--- src/rtl/xm_bus_pkg.sv ---
// Shared types and defaults for the external Wishbone-classic bus arbiter.
//   arb_state_t : arbiter FSM states (StFlush only exists with XM_ARB_TIMEOUT_EN)
//   DEF_*       : default bus geometry and stall timeout
//   cnt_width() : width of a counter that must hold the value TIMEOUT_CYC itself
// Optional feature macro: XM_ARB_TIMEOUT_EN.
package xm_bus_pkg;

  localparam int unsigned DEF_WORD        = 16;
  localparam int unsigned DEF_ADR_W       = 15;
  localparam int unsigned DEF_TIMEOUT_CYC = 64;
  localparam int unsigned DEF_CNT_W       = $clog2(DEF_TIMEOUT_CYC + 1);

`ifdef XM_ARB_TIMEOUT_EN
  typedef enum logic [1:0] {StIdle, StOwned, StFlush} arb_state_t;
`else
  typedef enum logic [0:0] {StIdle, StOwned} arb_state_t;
`endif

  function automatic int unsigned cnt_width(input int unsigned cyc);
    return $clog2(cyc + 1);
  endfunction

endpackage

--- src/rtl/xm_rr_picker.sv ---
// Round-robin pick: returns the first requester strictly after the pointer, wrapping.
//   req_i      : request vector
//   ptr_i      : index of the most recently granted master
//   pick_o     : one-hot winner (0 if no requests)
//   pick_idx_o : binary index of the winner
//   valid_o    : at least one request present
module xm_rr_picker #(
  parameter int unsigned NUM_MASTERS = 2,
  localparam int unsigned IdxW = $clog2(NUM_MASTERS)
) (
  input  logic [NUM_MASTERS-1:0] req_i,
  input  logic [IdxW-1:0]        ptr_i,
  output logic [NUM_MASTERS-1:0] pick_o,
  output logic [IdxW-1:0]        pick_idx_o,
  output logic                   valid_o
);

  always_comb begin
    pick_o     = '0;
    pick_idx_o = '0;
    valid_o    = 1'b0;
    // Offset 1 first so the last owner is considered last.
    for (int unsigned off = 1; off <= NUM_MASTERS; off++) begin
      logic [IdxW-1:0] idx;
      idx = IdxW'((32'(ptr_i) + off) % NUM_MASTERS);
      if (!valid_o && req_i[idx]) begin
        valid_o     = 1'b1;
        pick_o[idx] = 1'b1;
        pick_idx_o  = idx;
      end
    end
  end

endmodule

--- src/rtl/xm_bus_arbiter.sv ---
// Round-robin arbiter for the single external Wishbone-classic bus. The grant is held
// for the owner's whole cycle (cyc high); at least one idle cycle separates owners.
// Optional macro XM_ARB_TIMEOUT_EN adds a stalled-strobe timeout that pulses m_err_o to
// the owner, kills cyc/stb and waits in StFlush until the owner releases cyc.
//   clk_i, arst_i (async, active-low)
//   m_*_i   : flattened per-master cyc/stb/we/sel/adr/dat
//   m_ack_o, m_err_o : routed to the owner only; m_dat_o : slave read data broadcast
//   gnt_o   : one-hot owner, 0 when no owner
//   cyc_o, stb_o, we_o, sel_o, adr_o, dat_o : slave side; ack_i, dat_i from slave
module xm_bus_arbiter #(
  parameter int unsigned NUM_MASTERS = 2,
  parameter int unsigned WORD        = xm_bus_pkg::DEF_WORD,
  parameter int unsigned ADR_W       = xm_bus_pkg::DEF_ADR_W,
  parameter int unsigned TIMEOUT_CYC = xm_bus_pkg::DEF_TIMEOUT_CYC
) (
  input  logic                         clk_i,
  input  logic                         arst_i,
  input  logic [NUM_MASTERS-1:0]       m_cyc_i,
  input  logic [NUM_MASTERS-1:0]       m_stb_i,
  input  logic [NUM_MASTERS-1:0]       m_we_i,
  input  logic [2*NUM_MASTERS-1:0]     m_sel_i,
  input  logic [ADR_W*NUM_MASTERS-1:0] m_adr_i,
  input  logic [WORD*NUM_MASTERS-1:0]  m_dat_i,
  output logic [NUM_MASTERS-1:0]       m_ack_o,
  output logic [NUM_MASTERS-1:0]       m_err_o,
  output logic [WORD-1:0]              m_dat_o,
  output logic [NUM_MASTERS-1:0]       gnt_o,
  output logic                         cyc_o,
  output logic                         stb_o,
  output logic                         we_o,
  output logic [1:0]                   sel_o,
  output logic [ADR_W-1:0]             adr_o,
  output logic [WORD-1:0]              dat_o,
  input  logic                         ack_i,
  input  logic [WORD-1:0]              dat_i
);
  import xm_bus_pkg::*;

  localparam int unsigned IdxW = $clog2(NUM_MASTERS);

  arb_state_t             state_q, state_d;
  logic [IdxW-1:0]        owner_q, owner_d, ptr_q, ptr_d;
  logic [NUM_MASTERS-1:0] gnt_q, gnt_d;
  logic [NUM_MASTERS-1:0] pick;
  logic [IdxW-1:0]        pick_idx;
  logic                   pick_valid;

  logic             own_cyc, own_stb, own_we;
  logic [1:0]       own_sel;
  logic [ADR_W-1:0] own_adr;
  logic [WORD-1:0]  own_dat;
  logic             timeout;

  xm_rr_picker #(
    .NUM_MASTERS(NUM_MASTERS)
  ) u_picker (
    .req_i     (m_cyc_i),
    .ptr_i     (ptr_q),
    .pick_o    (pick),
    .pick_idx_o(pick_idx),
    .valid_o   (pick_valid)
  );

  // Owner's bus port, selected by the registered owner index.
  always_comb begin
    own_cyc = 1'b0;
    own_stb = 1'b0;
    own_we  = 1'b0;
    own_sel = '0;
    own_adr = '0;
    own_dat = '0;
    for (int k = 0; k < NUM_MASTERS; k++) begin
      if (owner_q == IdxW'(k)) begin
        own_cyc = m_cyc_i[k];
        own_stb = m_stb_i[k];
        own_we  = m_we_i[k];
        own_sel = m_sel_i[2*k +: 2];
        own_adr = m_adr_i[ADR_W*k +: ADR_W];
        own_dat = m_dat_i[WORD*k +: WORD];
      end
    end
  end

`ifdef XM_ARB_TIMEOUT_EN
  localparam int unsigned CntW = cnt_width(TIMEOUT_CYC);
  logic [CntW-1:0] cnt_q, cnt_d;

  // An ack in the expiry cycle wins over the error.
  assign timeout = (state_q == StOwned) && own_cyc && (cnt_q == CntW'(TIMEOUT_CYC)) && !ack_i;

  always_comb begin
    cnt_d = cnt_q;
    if (ack_i || (state_d != state_q)) begin
      cnt_d = '0;
    end else if ((state_q == StOwned) && own_cyc && own_stb) begin
      cnt_d = cnt_q + 1'b1;
    end
  end

  always_ff @(posedge clk_i or negedge arst_i) begin
    if (!arst_i) begin
      cnt_q <= '0;
    end else begin
      cnt_q <= cnt_d;
    end
  end
`else
  assign timeout = 1'b0;
`endif

  always_comb begin
    state_d = state_q;
    owner_d = owner_q;
    ptr_d   = ptr_q;
    gnt_d   = gnt_q;
    case (state_q)
      StIdle: begin
        if (pick_valid) begin
          state_d = StOwned;
          owner_d = pick_idx;
          ptr_d   = pick_idx;
          gnt_d   = pick;
        end
      end
      StOwned: begin
        if (!own_cyc) begin
          state_d = StIdle;
          gnt_d   = '0;
`ifdef XM_ARB_TIMEOUT_EN
        end else if (timeout) begin
          state_d = StFlush;
          gnt_d   = '0;
`endif
        end
      end
`ifdef XM_ARB_TIMEOUT_EN
      StFlush: begin
        if (!own_cyc) begin
          state_d = StIdle;
        end
      end
`endif
      default: begin
        state_d = StIdle;
        gnt_d   = '0;
      end
    endcase
  end

  always_comb begin
    cyc_o   = 1'b0;
    stb_o   = 1'b0;
    we_o    = 1'b0;
    sel_o   = '0;
    adr_o   = '0;
    dat_o   = '0;
    m_ack_o = '0;
    m_err_o = '0;
    m_dat_o = dat_i;
    if (state_q == StOwned) begin
      cyc_o            = own_cyc & ~timeout;
      stb_o            = own_cyc & own_stb & ~timeout;
      we_o             = own_we;
      sel_o            = own_sel;
      adr_o            = own_adr;
      dat_o            = own_dat;
      // An ack arriving after the owner dropped cyc belongs to nobody.
      m_ack_o[owner_q] = ack_i & own_cyc;
      m_err_o[owner_q] = timeout;
    end
  end

  assign gnt_o = gnt_q;

  always_ff @(posedge clk_i or negedge arst_i) begin
    if (!arst_i) begin
      state_q <= StIdle;
      owner_q <= '0;
      ptr_q   <= IdxW'(NUM_MASTERS - 1);
      gnt_q   <= '0;
    end else begin
      state_q <= state_d;
      owner_q <= owner_d;
      ptr_q   <= ptr_d;
      gnt_q   <= gnt_d;
    end
  end

endmodule
--- config.mk ---
export PLATFORM = sky130hd
export DESIGN_NAME = xm_bus_arbiter
export DESIGN_NICKNAME = d
export VERILOG_FILES = /design/src/rtl/xm_bus_pkg.sv /design/src/rtl/xm_rr_picker.sv /design/src/rtl/xm_bus_arbiter.sv
export SDC_FILE = /design/constraint.sdc
export NUM_CORES = 1
export LEC_CHECK = 0
export CELL_PAD_IN_SITES_DETAIL_PLACEMENT = 0
export CELL_PAD_IN_SITES_GLOBAL_PLACEMENT = 1
export CORE_MARGIN = 2
export CORE_UTILIZATION = 15
export DETAILED_ROUTE_END_ITERATION = 12
export PLACE_DENSITY = 0.93
export SLEW_MARGIN = 20
export SYNTH_ARGS = -nofsm -noshare
export SYNTH_HDL_FRONTEND = slang
export SYNTH_HIERARCHICAL = 1
export SYNTH_SLANG_ARGS = --single-unit
export TNS_END_PERCENT = 30
--- constraint.sdc ---
create_clock -name clk_i -period 3.7 [get_ports clk_i]
set_input_delay 0.74 -clock clk_i [delete_from_list [all_inputs] [get_ports clk_i]]
set_output_delay 0.74 -clock clk_i [all_outputs]
set_load 0.005 [all_outputs]
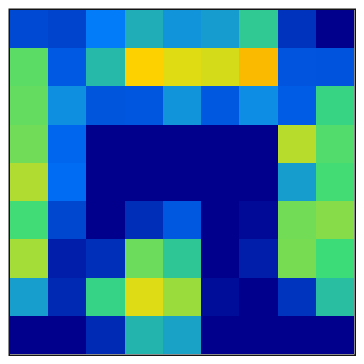
(cell density map)
(4 px per µm) 9 x 9 tiles, from dark blue (low) to red (high), 0 to 100% covered.
- mean over tiles: 27%
- nearly empty tiles: 26%
- fullest tile: 79%

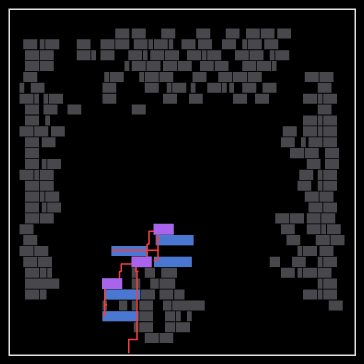
(clock network drawn from the DEF)
(4 px per µm)
- clock wires: red (length 86.7 µm)
- clock-net drivers: purple (count 3)
- flip-flops: blue (count 5)
- routed clock nets: 4

==> results.sh <==
# flow metrics
export IMPL_outcome="finished clean"
export IMPL_globalRouteMet3Util_pct=2.12
export IMPL_largest_reg_flops=2
export IMPL_whs_ns=0.560
export IMPL_grt_max_degree=40
export IMPL_fillerInstances=688
export IMPL_clkLatencyLatePin_ns=0.22
export IMPL_clockPowerShare_pct=8.8
export IMPL_ctsHoldBuffers=0
export IMPL_drt_vias_per_instance=3.99
export IMPL_reg2reg_to="gnt_o[0]$_DFFE_PN0P_"
export IMPL_nClkBuffers=4
export IMPL_n_antenna_cell=0
export IMPL_routed_wl_um=3410
export IMPL_internal_power_uw=702
export IMPL_ant_nets=0
export IMPL_hpwl_um=2840
export IMPL_worstReg2RegStart="owner_q$_DFFE_PN0P_"
export IMPL_yosys_register_bits=5
export IMPL_ys_cells=124
export IMPL_top_power_group="combinational logic"
export IMPL_edf_count=0
export IMPL_topCellsByArea="mux2i_1, buf_4, nor2_1, dfrtp_1, buf_12"
export IMPL_cp_depth=4
export IMPL_max_slew_margin_pct=51.7
export IMPL_lay_top_count="clkdlybuf4s50_1"
export IMPL_slew_viol_final=0
export IMPL_cts_root_buf="clkbuf_8"
export IMPL_final_core_util_pct=32.4
export IMPL_grt_use_total_pct=8.37
export IMPL_comb_power_uw=844
export IMPL_comb_area_um2=654
export IMPL_endpoint_kind="output port"
export IMPL_synthArstFlopShare_pct=100
export IMPL_ios=149
export IMPL_finalPower_mw=1.11
export IMPL_layout_area_seq_um2=128
export IMPL_n_all_buffers=115
export IMPL_use_met1_pct=9.04
export IMPL_design_area_um2=2080
export IMPL_p_switching_uw=413
export IMPL_combinationalPowerShare_pct=75.7
export IMPL_firstDrtPassIters=4
export IMPL_topCombFamilyByArea="multiplexers"
export IMPL_grt_pass1_wl_um=5040
export IMPL_clock_sinks=5
export IMPL_period_used_pct=81.4
export IMPL_crit_path_top_delay_cell="clkdlybuf4s50_1"
export IMPL_rows=29
